<file path="config.mk">
export PLATFORM = sky130hd
export DESIGN_NAME = cfg_loader
export DESIGN_NICKNAME = d
export VERILOG_FILES = /design/src/rtl/cfg_loader_pkg.sv /design/src/rtl/cfg_clk_div.sv /design/src/rtl/cfg_loader.sv
export SDC_FILE = /design/constraint.sdc
export NUM_CORES = 1
export LEC_CHECK = 0
export ABC_AREA = 1
export CAP_MARGIN = 25
export CORE_MARGIN = 10
export CORE_UTILIZATION = 30
export CTS_BUF_LIST = sky130_fd_sc_hd__clkbuf_2
export CTS_CLUSTER_SIZE = 30
export DETAILED_ROUTE_END_ITERATION = 16
export DONT_BUFFER_PORTS = 1
export SLEW_MARGIN = 20
export SYNTH_ARGS = -nofsm -noshare
export SYNTH_HDL_FRONTEND = slang
export SYNTH_SLANG_ARGS = --single-unit
</file>
<file path="constraint.sdc">
create_clock -name clk -period 1.7 [get_ports clk]
set_input_delay 0.34 -clock clk [delete_from_list [all_inputs] [get_ports clk]]
set_output_delay 0.34 -clock clk [all_outputs]
set_load 0.05 [all_outputs]
</file>
<file path="src/rtl/cfg_loader_pkg.sv">
// cfg_loader_pkg
//   Shared definitions for the configuration-chain loader: FSM state
//   encoding and the counter-width helper used for both the bit counter
//   and the prog_clk half-period timer.
package cfg_loader_pkg;

  typedef enum logic [2:0] {
    ST_IDLE     = 3'd0,
    ST_FETCH    = 3'd1,
    ST_SHIFT_LO = 3'd2,
    ST_SHIFT_HI = 3'd3,
    ST_DONE     = 3'd4
  } cfg_state_e;

  // Bits needed to hold the values 0..n inclusive.
  function automatic int unsigned cnt_width(input int unsigned n);
    return $clog2(n + 1);
  endfunction

endpackage

</file>
<file path="src/rtl/cfg_clk_div.sv">
// cfg_clk_div
//   Half-period timer for prog_clk. Down-counter reloaded with CLK_DIV-1;
//   tc pulses on the last cycle of every CLK_DIV-cycle window while en is
//   high, and the counter reloads itself on that same edge so consecutive
//   windows run back to back.
//
// Ports
//   clk    in   system clock
//   rst_n  in   asynchronous active-low reset
//   clr    in   synchronous reload to CLK_DIV-1
//   en     in   count enable
//   tc     out  terminal count (combinational, qualified by en)
module cfg_clk_div
  import cfg_loader_pkg::*;
#(
  parameter int unsigned CLK_DIV = 2
) (
  input  logic clk,
  input  logic rst_n,
  input  logic clr,
  input  logic en,
  output logic tc
);

  localparam int unsigned W = cnt_width(CLK_DIV);
  localparam logic [W-1:0] RELOAD = W'(CLK_DIV - 1);

  logic [W-1:0] cnt;

  always_ff @(posedge clk or negedge rst_n) begin
    if (!rst_n) begin
      cnt <= RELOAD;
    end else if (clr) begin
      cnt <= RELOAD;
    end else if (en) begin
      cnt <= (cnt == '0) ? RELOAD : cnt - W'(1);
    end
  end

  assign tc = en && (cnt == '0);

endmodule

</file>
<file path="src/rtl/cfg_loader.sv">
// cfg_loader
//   Streams a bitstream (bytes, LSB first) into a serial BEL programming
//   chain of CHAIN_LEN bits, generating prog_clk at 2*CLK_DIV clk cycles per
//   bit. The bit leaving the chain tail is XOR-accumulated into old_parity.
//
// Ports
//   clk         in   system clock
//   rst         in   asynchronous active-low reset
//   start       in   load request, honoured only in IDLE
//   byte_in     in   bitstream byte
//   byte_valid  in   byte_in valid
//   byte_ready  out  byte accepted this cycle when byte_valid is high
//   prog_clk    out  chain shift clock
//   prog_en     out  chain shift enable
//   prog_in     out  serial bit into the chain head
//   prog_out    in   serial bit from the chain tail
//   busy        out  load in progress
//   done        out  one-cycle completion pulse
//   old_parity  out  XOR of every prog_out bit sampled during the last load
//
// state        | meaning
// -------------+-----------------------------------------------------------
// ST_IDLE      | waiting for start
// ST_FETCH     | waiting for a byte; prog_clk low, prog_en high
// ST_SHIFT_LO  | prog_in driven with current bit, prog_clk low for CLK_DIV
// ST_SHIFT_HI  | prog_clk high for CLK_DIV, prog_out sampled on entry
// ST_DONE      | done pulse, chain disabled, old_parity published
module cfg_loader
  import cfg_loader_pkg::*;
#(
  parameter int unsigned CHAIN_LEN = 64,
  parameter int unsigned CLK_DIV   = 2
) (
  input  logic       clk,
  input  logic       rst,
  input  logic       start,
  input  logic [7:0] byte_in,
  input  logic       byte_valid,
  output logic       byte_ready,
  output logic       prog_clk,
  output logic       prog_en,
  output logic       prog_in,
  input  logic       prog_out,
  output logic       busy,
  output logic       done,
  output logic       old_parity
);

  localparam int unsigned CNT_W = cnt_width(CHAIN_LEN);
  localparam logic [CNT_W-1:0] LAST_BIT = CNT_W'(CHAIN_LEN - 1);

  cfg_state_e       state;
  logic [7:0]       shreg;
  logic [2:0]       bit_idx;
  logic [CNT_W-1:0] bit_cnt;
  logic             parity;
  logic             tc;
  logic             timer_en;
  logic             timer_clr;
  logic             last_bit;
  logic             byte_end;

  assign timer_en  = (state == ST_SHIFT_LO) || (state == ST_SHIFT_HI);
  assign timer_clr = !timer_en;
  assign last_bit  = (bit_cnt == LAST_BIT);
  assign byte_end  = (state == ST_SHIFT_HI) && tc && (bit_idx == 3'd7) && !last_bit;

  // Ready is also raised in the final cycle of a byte's last high phase so
  // a waiting byte is taken without inserting a FETCH cycle; this keeps
  // every bit at exactly 2*CLK_DIV cycles when the source never stalls.
  assign byte_ready = (state == ST_FETCH) || byte_end;

  cfg_clk_div #(
    .CLK_DIV(CLK_DIV)
  ) u_clk_div (
    .clk  (clk),
    .rst_n(rst),
    .clr  (timer_clr),
    .en   (timer_en),
    .tc   (tc)
  );

  always_ff @(posedge clk or negedge rst) begin
    if (!rst) begin
      state      <= ST_IDLE;
      shreg      <= '0;
      bit_idx    <= '0;
      bit_cnt    <= '0;
      parity     <= 1'b0;
      prog_clk   <= 1'b0;
      prog_en    <= 1'b0;
      prog_in    <= 1'b0;
      busy       <= 1'b0;
      done       <= 1'b0;
      old_parity <= 1'b0;
    end else begin
      case (state)
        ST_IDLE: begin
          if (start) begin
            bit_cnt <= '0;
            parity  <= 1'b0;
            prog_en <= 1'b1;
            busy    <= 1'b1;
            state   <= ST_FETCH;
          end
        end

        ST_FETCH: begin
          if (byte_valid && byte_ready) begin
            shreg   <= byte_in;
            bit_idx <= 3'd0;
            prog_in <= byte_in[0];
            state   <= ST_SHIFT_LO;
          end
        end

        ST_SHIFT_LO: begin
          if (tc) begin
            // prog_out is still the pre-shift tail value on this edge.
            prog_clk <= 1'b1;
            parity   <= parity ^ prog_out;
            state    <= ST_SHIFT_HI;
          end
        end

        ST_SHIFT_HI: begin
          if (tc) begin
            prog_clk <= 1'b0;
            bit_cnt  <= bit_cnt + CNT_W'(1);
            if (last_bit) begin
              prog_en    <= 1'b0;
              done       <= 1'b1;
              old_parity <= parity;
              state      <= ST_DONE;
            end else if (bit_idx == 3'd7) begin
              if (byte_valid) begin
                shreg   <= byte_in;
                bit_idx <= 3'd0;
                prog_in <= byte_in[0];
                state   <= ST_SHIFT_LO;
              end else begin
                state <= ST_FETCH;
              end
            end else begin
              shreg   <= {1'b0, shreg[7:1]};
              bit_idx <= bit_idx + 3'd1;
              prog_in <= shreg[1];
              state   <= ST_SHIFT_LO;
            end
          end
        end

        ST_DONE: begin
          done  <= 1'b0;
          busy  <= 1'b0;
          state <= ST_IDLE;
        end

        default: begin
          state <= ST_IDLE;
        end
      endcase
    end
  end

endmodule

</file>
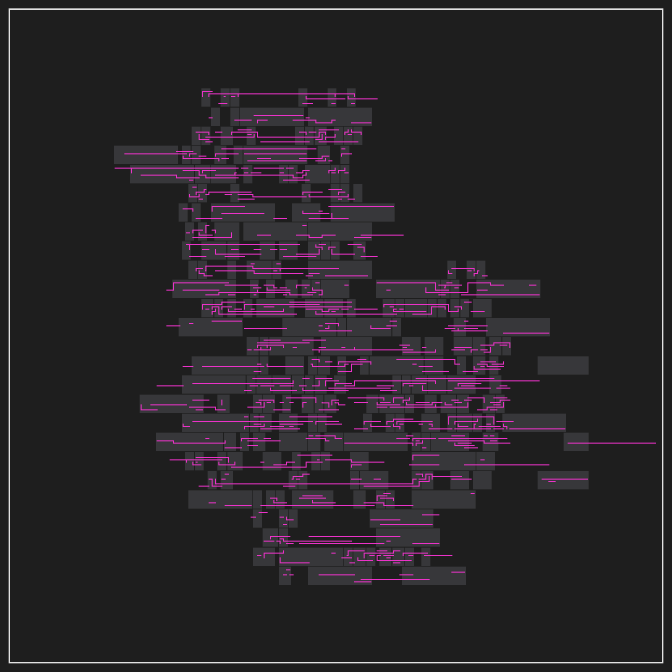
run_1/met1.png
The wires run mostly horizontal. The longest straight run is 28.1 um.

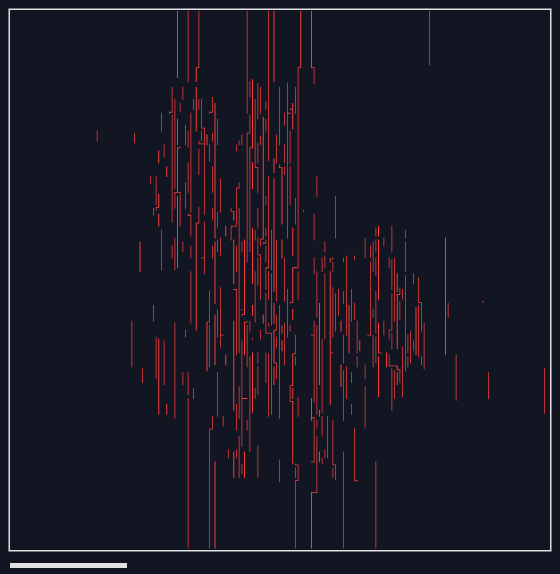
run_1/met2.png
Bar = 20 um.
The layer holds 52% of the routed length. The longest straight run is 34.3 um. The layer carries 1960 um of wire.
number of vias after detailed routing: 1408
met2 demand-to-capacity share in global routing: 15.0%
Final Routed Wirelength: 3780 um

==> impl_metrics.json, run 1 <==
{
  "drc": 0,
  "die_width_um": 92.7,
  "cts_max_path_buffers": 2,
  "violations": "negative setup slack",
  "critical_path_buf_inv_count": 2,
  "critical_path.slowest_cell": "dfrtp_1",
  "first_global_vias": 1358,
  "critPathTopFamily": "flip-flops",
  "cts_root_buf": "clkbuf_2",
  "outcome": "finished, violations left",
  "fraction_of_the_yosys_area_taken_by_sequential_cells_pct": 45.9,
  "cellPowerDensity_nw_per_um2": 1630,
  "area.growth.synth_to_final_pct": 26.1,
  "synth_area_per_cell_um2": 7.51,
  "critPathRequiredTime_ps": 1360,
  "post-route-min-period_ps": 1970,
  "routed-wl-met3_um": 151,
  "hpwl_after_detailed_placement_um": 2580,
  "synth_flop_count": 29,
  "path_class": "flip-flop to output pin",
  "die_ar_um2": 8590,
  "final-seq-area_um2": 729,
  "synth_chip_area_um2": 1590,
  "number_of_cells_after_detailed_placement": 284,
  "clock_tree.htree_level_count": 2,
  "floorplan.nets": 227,
  "max-cap-violations": 0,
  "ys.warnings.count": 0,
  "tritoncts": "done",
  "port_buffers": 0,
  "cts_made_buffers": 5,
  "number_of_antenna_violations_at_the_first_check_in_global_routing": 0,
  "final_util_pct": 39.1,
  "grt_pass1_wl_um": 6220,
  "worstSkewPairLatency_ps": 360,
  "critical_path.most_common_cell": "nand2_2",
  "post_synth_main_area_contributors": "dfrtp_1, nand2_1, nand3_1",
  "die_h_um": 92.7,
  "area.combinational_um2": 855,
  "final_layout_size_suffix_gt1_share_pct": 25.7,
  "fin_total_pwr_uw": 3260,
  "syn_inst": 211,
  "globalRouteMet1Util_pct": 10.0,
  "maxClockFrequency_ghz": 0.507,
  "period_used_pct": 116,
  "rsz0062_at_grt": "true",
  "drt-pass1-iter-count": 4,
  "grt_start_max_net_pins": 30,
  "nNetsFinal": 252,
  "clk_transition_reported_paths_ps": 160,
  "min_path_type": "primary input to flip-flop",
  "final.hold.worst_slack_ps": 174,
  "drt.antenna.violating_nets": 0,
  "initCoreUtil_pct": 31.0,
  "stage_log_warnings": 29,
  "crit_chain": "ha_2 > nand2_2 > nor2_4 > nand2_2 > inv_2 > o31ai_4 > buf_12",
  "setup_ws_ps": -273,
  "report.final.hold_viol_count": 0,
  "average_wire_per_standard_cell_um": 12.3,
  "synth.cell_area_um2": 1590,
  "synth_top_area_share_pct": 44.2,
  "timing.critical_path.arrival_ps": 1630,
  "r2r_setup_slack_ps": 50,
  "reg.largest.list": "shreg: 8 flops, bit_cnt: 7 flops",
  "layout_top_cells_excl_fill_tap": "nand2_1, dfrtp_1, inv_1, buf_4, nand3_1",
  "floorplan.core_area_um2": 5110,
  "io-pin-count": 20,
  "dp_slack_ps": 56.2,
  "met2WireLength_um": 1960,
  "dpl-instance-area_um2": 1720,
  "detailedRoute.firstIterationViolations": 104,
  "finalWeightedCongestion": 0.846,
  "highest_layer": "met4",
  "antennaDiodeCount": 0,
  "grt_use_total_pct": 9.00,
  "report.final.slew_viol_count": 0,
  "worstSetupEndpointType": "output pin",
  "final_area_um2": 2000,
  "largest-register": "shreg",
  "worstMarginPinSlew_ps": 491,
  "layout_top_cell": "nand2_1",
  "fill_cells": 543,
  "grt_busiest_layer": "met2",
  "max_slew_margin_pct": 67.2,
  "cpPeakStageDelay_ps": 420,
  "placement_rows": 26,
  "clock_sink_total": 29,
  "finClkSkew_ps": 21.8,
  "largest_register_ff_count": 8,
  "post-synth-top-area-cell": "dfrtp_1",
  "wl_met1_um": 1590,
  "via_per_inst": 4.59,
  "timing.final.setup_violations": 1,
  "ys_cells": 211,
  "synth.lib_cells_used.distinct": 24,
  "grt_remaining_overflow": 0,
  "p_leak_uw": 0.000982,
  "instances_no_fill": 307,
  "worst_setup_path_start_kind": "flip-flop",
  "max-vdd-ir-drop_uv": 444,
  "path_max_fanout": 2,
  "setup_tns_ps": -273
}
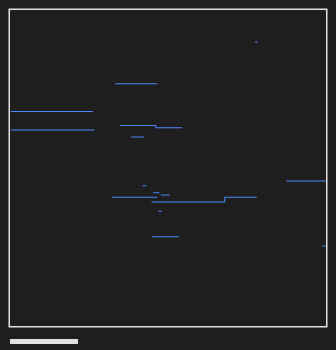
run_1/met3.png
Bar = 20 um.
The longest straight run is 24.1 um. The layer carries 152 um of wire. The layer holds 4.0% of the routed length. 9 nets have wire on it. The wires run mostly horizontal.
met3 usage in global routing: 2.99%

[run 1: synth_stat cells]
cell and number:
nand2_1 78, dfrtp_1 28, inv_1 27, nand3_1 22, nor2_1 16, o21ai_0 7, a21oi_1 5, buf_6 4
ha_1 3, nor3_1 3, nand2_2 2, nand3_2 2, o21ai_1 2, or2_2 2, dfstp_2 1, nand2_4 1
nand4_1 1, nand4_2 1, nor2_2 1, nor2_4 1, o21ai_2 1, o31ai_1 1, xnor2_1 1, xor2_1 1
[run 1: kinds of logic after synthesis]
family	after synthesis	synth area share, %
flip-flops	29	45.9
XOR/XNOR	2	1.11
buffers and inverters	31	9.23
adder cells (fa/ha/maj)	3	2.37
AND-OR/OR-AND	16	5.45
AND/OR/NAND/NOR	130	36.0
[run 1: what timing repair did]
action	CTS	global route
endpoints found under the setup margin	1	14
endpoints found under the hold margin	29	0
gates resized	5	22
pin swaps	3	4
cloned	0	2
hold buffers	2	0
setup buffers	9	5
[run 1: path summary, 6_finish.rpt]
kind,startpoint,endpoint,depth (start not counted)
worst max-delay path,bit_cnt[0],byte_ready,7
worst min-delay path,byte_in[7],shreg[7],4
worst max register to register,bit_cnt[0],state[1],11
worst min register to register,shreg[3],shreg[3],2
max in group asynchronous,rst,u_clk_div.cnt[0],2
min in group asynchronous,rst,bit_cnt[1],2
[run 1: final cells by class]
cell class | instances | area share (%)
repair inverters | 1 | 0.375
repair buffers | 20 | 8.89
multi-input cells | 152 | 42.7
clock buffers | 5 | 1.25
flip-flops and latches | 29 | 36.5
inverters | 27 | 5.26
well taps | 70 | 4.38
clock inverters | 3 | 0.626
[run 1: power by group]
group / leakage, uW / internal (uW) / switching, uW
clock network: 0.0000278 / 89.8 / 246
logic: 0.000589 / 646 / 1080
registers: 0.000365 / 929 / 272
## Run 2: what changed since run 1
- DONT_BUFFER_PORTS: 1 -> not set
- TNS_END_PERCENT: not set -> 5
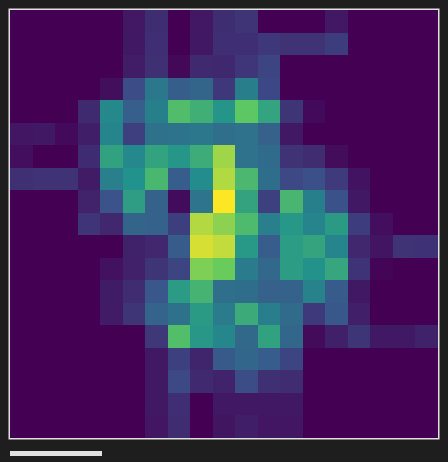
run_2/wire_density.png
Bar = 20 um. 19 x 19 tiles, from dark purple (low) to yellow (high), scaled to the fullest tile. Values are wire area over tile area, all layers added.
11% of the tiles are over half the peak. The mean over all tiles is 0.066. The fullest tile reaches 0.41.
overall track demand over capacity in global routing: 9.09%
number of vias after detailed routing: 1393
average wire per standard cell: 11.2 um

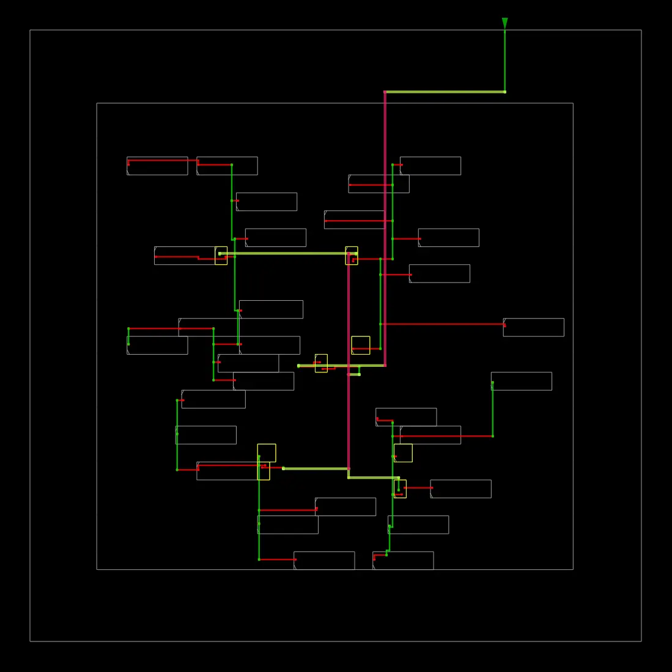
run_2/final_clocks.png
power consumed by the clock network: 375 uW
clock sink total: 29

==> impl_metrics.json, run 2 <==
{
  "report.final.slew_viol_count": 0,
  "globalRouteMet1Util_pct": 10.4,
  "met2_demand_to_capacity_share_in_global_routing_pct": 15.3,
  "crit_chain": "ha_2 > nand2_2 > nor2_2 > nand2_2 > inv_2 > o31ai_4 > buf_12",
  "synth-edff-count": 0,
  "worst_setup_path_start_kind": "flip-flop",
  "cellPowerDensity_nw_per_um2": 1550,
  "max-cap-violations": 0,
  "path_max_fanout": 3,
  "async_reset_ff_share_pct": 100,
  "worstMarginPinSlew_ps": 374,
  "final_util_pct": 40.1,
  "die_h_um": 92.7,
  "worstSkewPairLatency_ps": 380,
  "share_clk_of_total_power_pct": 11.8,
  "power.sequential.fraction_pct": 34.5,
  "timing.critical_path.arrival_ps": 1640,
  "synth.lib_cells_used.distinct": 24,
  "tritoncts": "done",
  "ys.warnings.count": 0,
  "synth_flop_count": 29,
  "met3_usage_in_global_routing_pct": 2.66,
  "floorplan.core_area_um2": 5110,
  "post-route-min-period_ps": 1980,
  "cts-hold-fix-buffers": 0,
  "clk_transition_reported_paths_ps": 180,
  "netSwitchingPower_uw": 1490,
  "setup_ws_ps": -283,
  "cts_max_path_buffers": 2,
  "routed_wirelength_um": 3630,
  "muxShareOfSynthArea_pct": 0,
  "max-vdd-ir-drop_uv": 529,
  "cpPeakStageDelay_ps": 420,
  "layout_top_cell": "nand2_1",
  "timing.final.setup_violations": 1,
  "synth_chip_area_um2": 1590,
  "drt-pass1-iter-count": 4,
  "yosys-dominant-comb-family": "simple AND/OR/NAND/NOR gates",
  "critPathTopFamily": "flip-flops",
  "critical_path.most_common_cell": "nand2_2",
  "grt_pass1_wl_um": 6330,
  "final.hold.worst_slack_ps": 310,
  "outcome": "finished, violations left",
  "p_leak_uw": 0.00104,
  "drt.antenna.violating_nets": 0,
  "synth_xor_xnor_area_share_pct": 1.10,
  "area.growth.synth_to_final_pct": 29.2,
  "stage_log_warnings": 29,
  "nNetsFinal": 268,
  "fill_cells": 549,
  "number_of_antenna_violations_at_the_first_check_in_global_routing": 0,
  "reg.largest.list": "shreg: 8 flops, bit_cnt: 7 flops",
  "synth_top_area_share_pct": 44.2,
  "dp_slack_ps": -8.44,
  "cts_root_buf": "clkbuf_2",
  "initCoreUtil_pct": 31.0,
  "setup_tns_ps": -283,
  "path_class": "flip-flop to output pin",
  "placement_rows": 26,
  "largest-register": "shreg",
  "ys_cells": 211,
  "hpwl_after_detailed_placement_um": 2670,
  "grt_start_max_net_pins": 30,
  "violations": "negative setup slack",
  "worstSetupEndpointType": "output pin",
  "via_per_inst": 4.31,
  "max_slew_margin_pct": 75.0,
  "die_ar_um2": 8590,
  "most_common_cell": "nand2_1",
  "critPathRequiredTime_ps": 1360,
  "maxClockFrequency_ghz": 0.504,
  "synth.cellmix.adderShare_pct": 2.37,
  "cts_made_buffers": 5,
  "syn_inst": 211
}
## run 2: path summary, 6_finish.rpt
kind,startpoint,to,slack [ps],cells past startpoint
min in group clk,u_clk_div.cnt[0],u_clk_div.cnt[0],500,1
worst min-delay path,rst,bit_cnt[3],310,2
max in group asynchronous,rst,u_clk_div.cnt[0],1060,2
worst min register to register,u_clk_div.cnt[0],u_clk_div.cnt[0],500,1
worst max register to register,state[1],shreg[6],130,8
worst max-delay path,bit_cnt[0],byte_ready,-280,7
## run 2: per-layer routing
layer	share of wire, %	vias to the layer above
li1	-	744
met1	46	627
met2	49	17
met3	2.9	5
met4	2.0	0
met5	0	-
## run 2: stage by stage
| step | area, um2 | std cells |
|---|---|---|
| final | 2050 | 323 |
| after global routing | 2050 | 323 |
| after CTS | 2030 | 322 |
| after detailed placement | 1930 | 308 |
| after global placement | 1930 | 308 |
| after floorplan | 1610 | 211 |
## run 2: area by class of cell
type	instances	area share, %
flip-flops and latches	29	35.6
multi-input cells	151	36.9
repair buffers	38	16.0
clock buffers	5	1.22
clock inverters	3	1.10
inverters	27	4.95
well taps	70	4.28
## run 2: worst register-to-register path, cell delays in order, from the launching register on
cell and delay [ps]:
dfrtp_1 480, nand2_2 110, nor2_4 30, buf_4 170, nand2_1 130, o21ai_2 90, inv_1 290, nand3_1 140
nand2_1 90
## run 2: power groups by stage
stage	Combinational (uW)	Clock (uW)	Sequential (uW)
floorplan	1120	0	1180
global placement	1650	0	1100
detailed placement	1660	0	1110
CTS	1700	394	1090
global route	1930	419	1120
finish	1700	375	1100
## run 2: timing repair
| action | 4_1_cts | 5_1_grt |
|---|---|---|
| endpoints found under the setup margin | 1 | 12 |
| resized | 4 | 2 |
| pin swaps | 2 | 0 |
| buffers inserted | 6 | 1 |
Power and IR drop assume default switching activity.
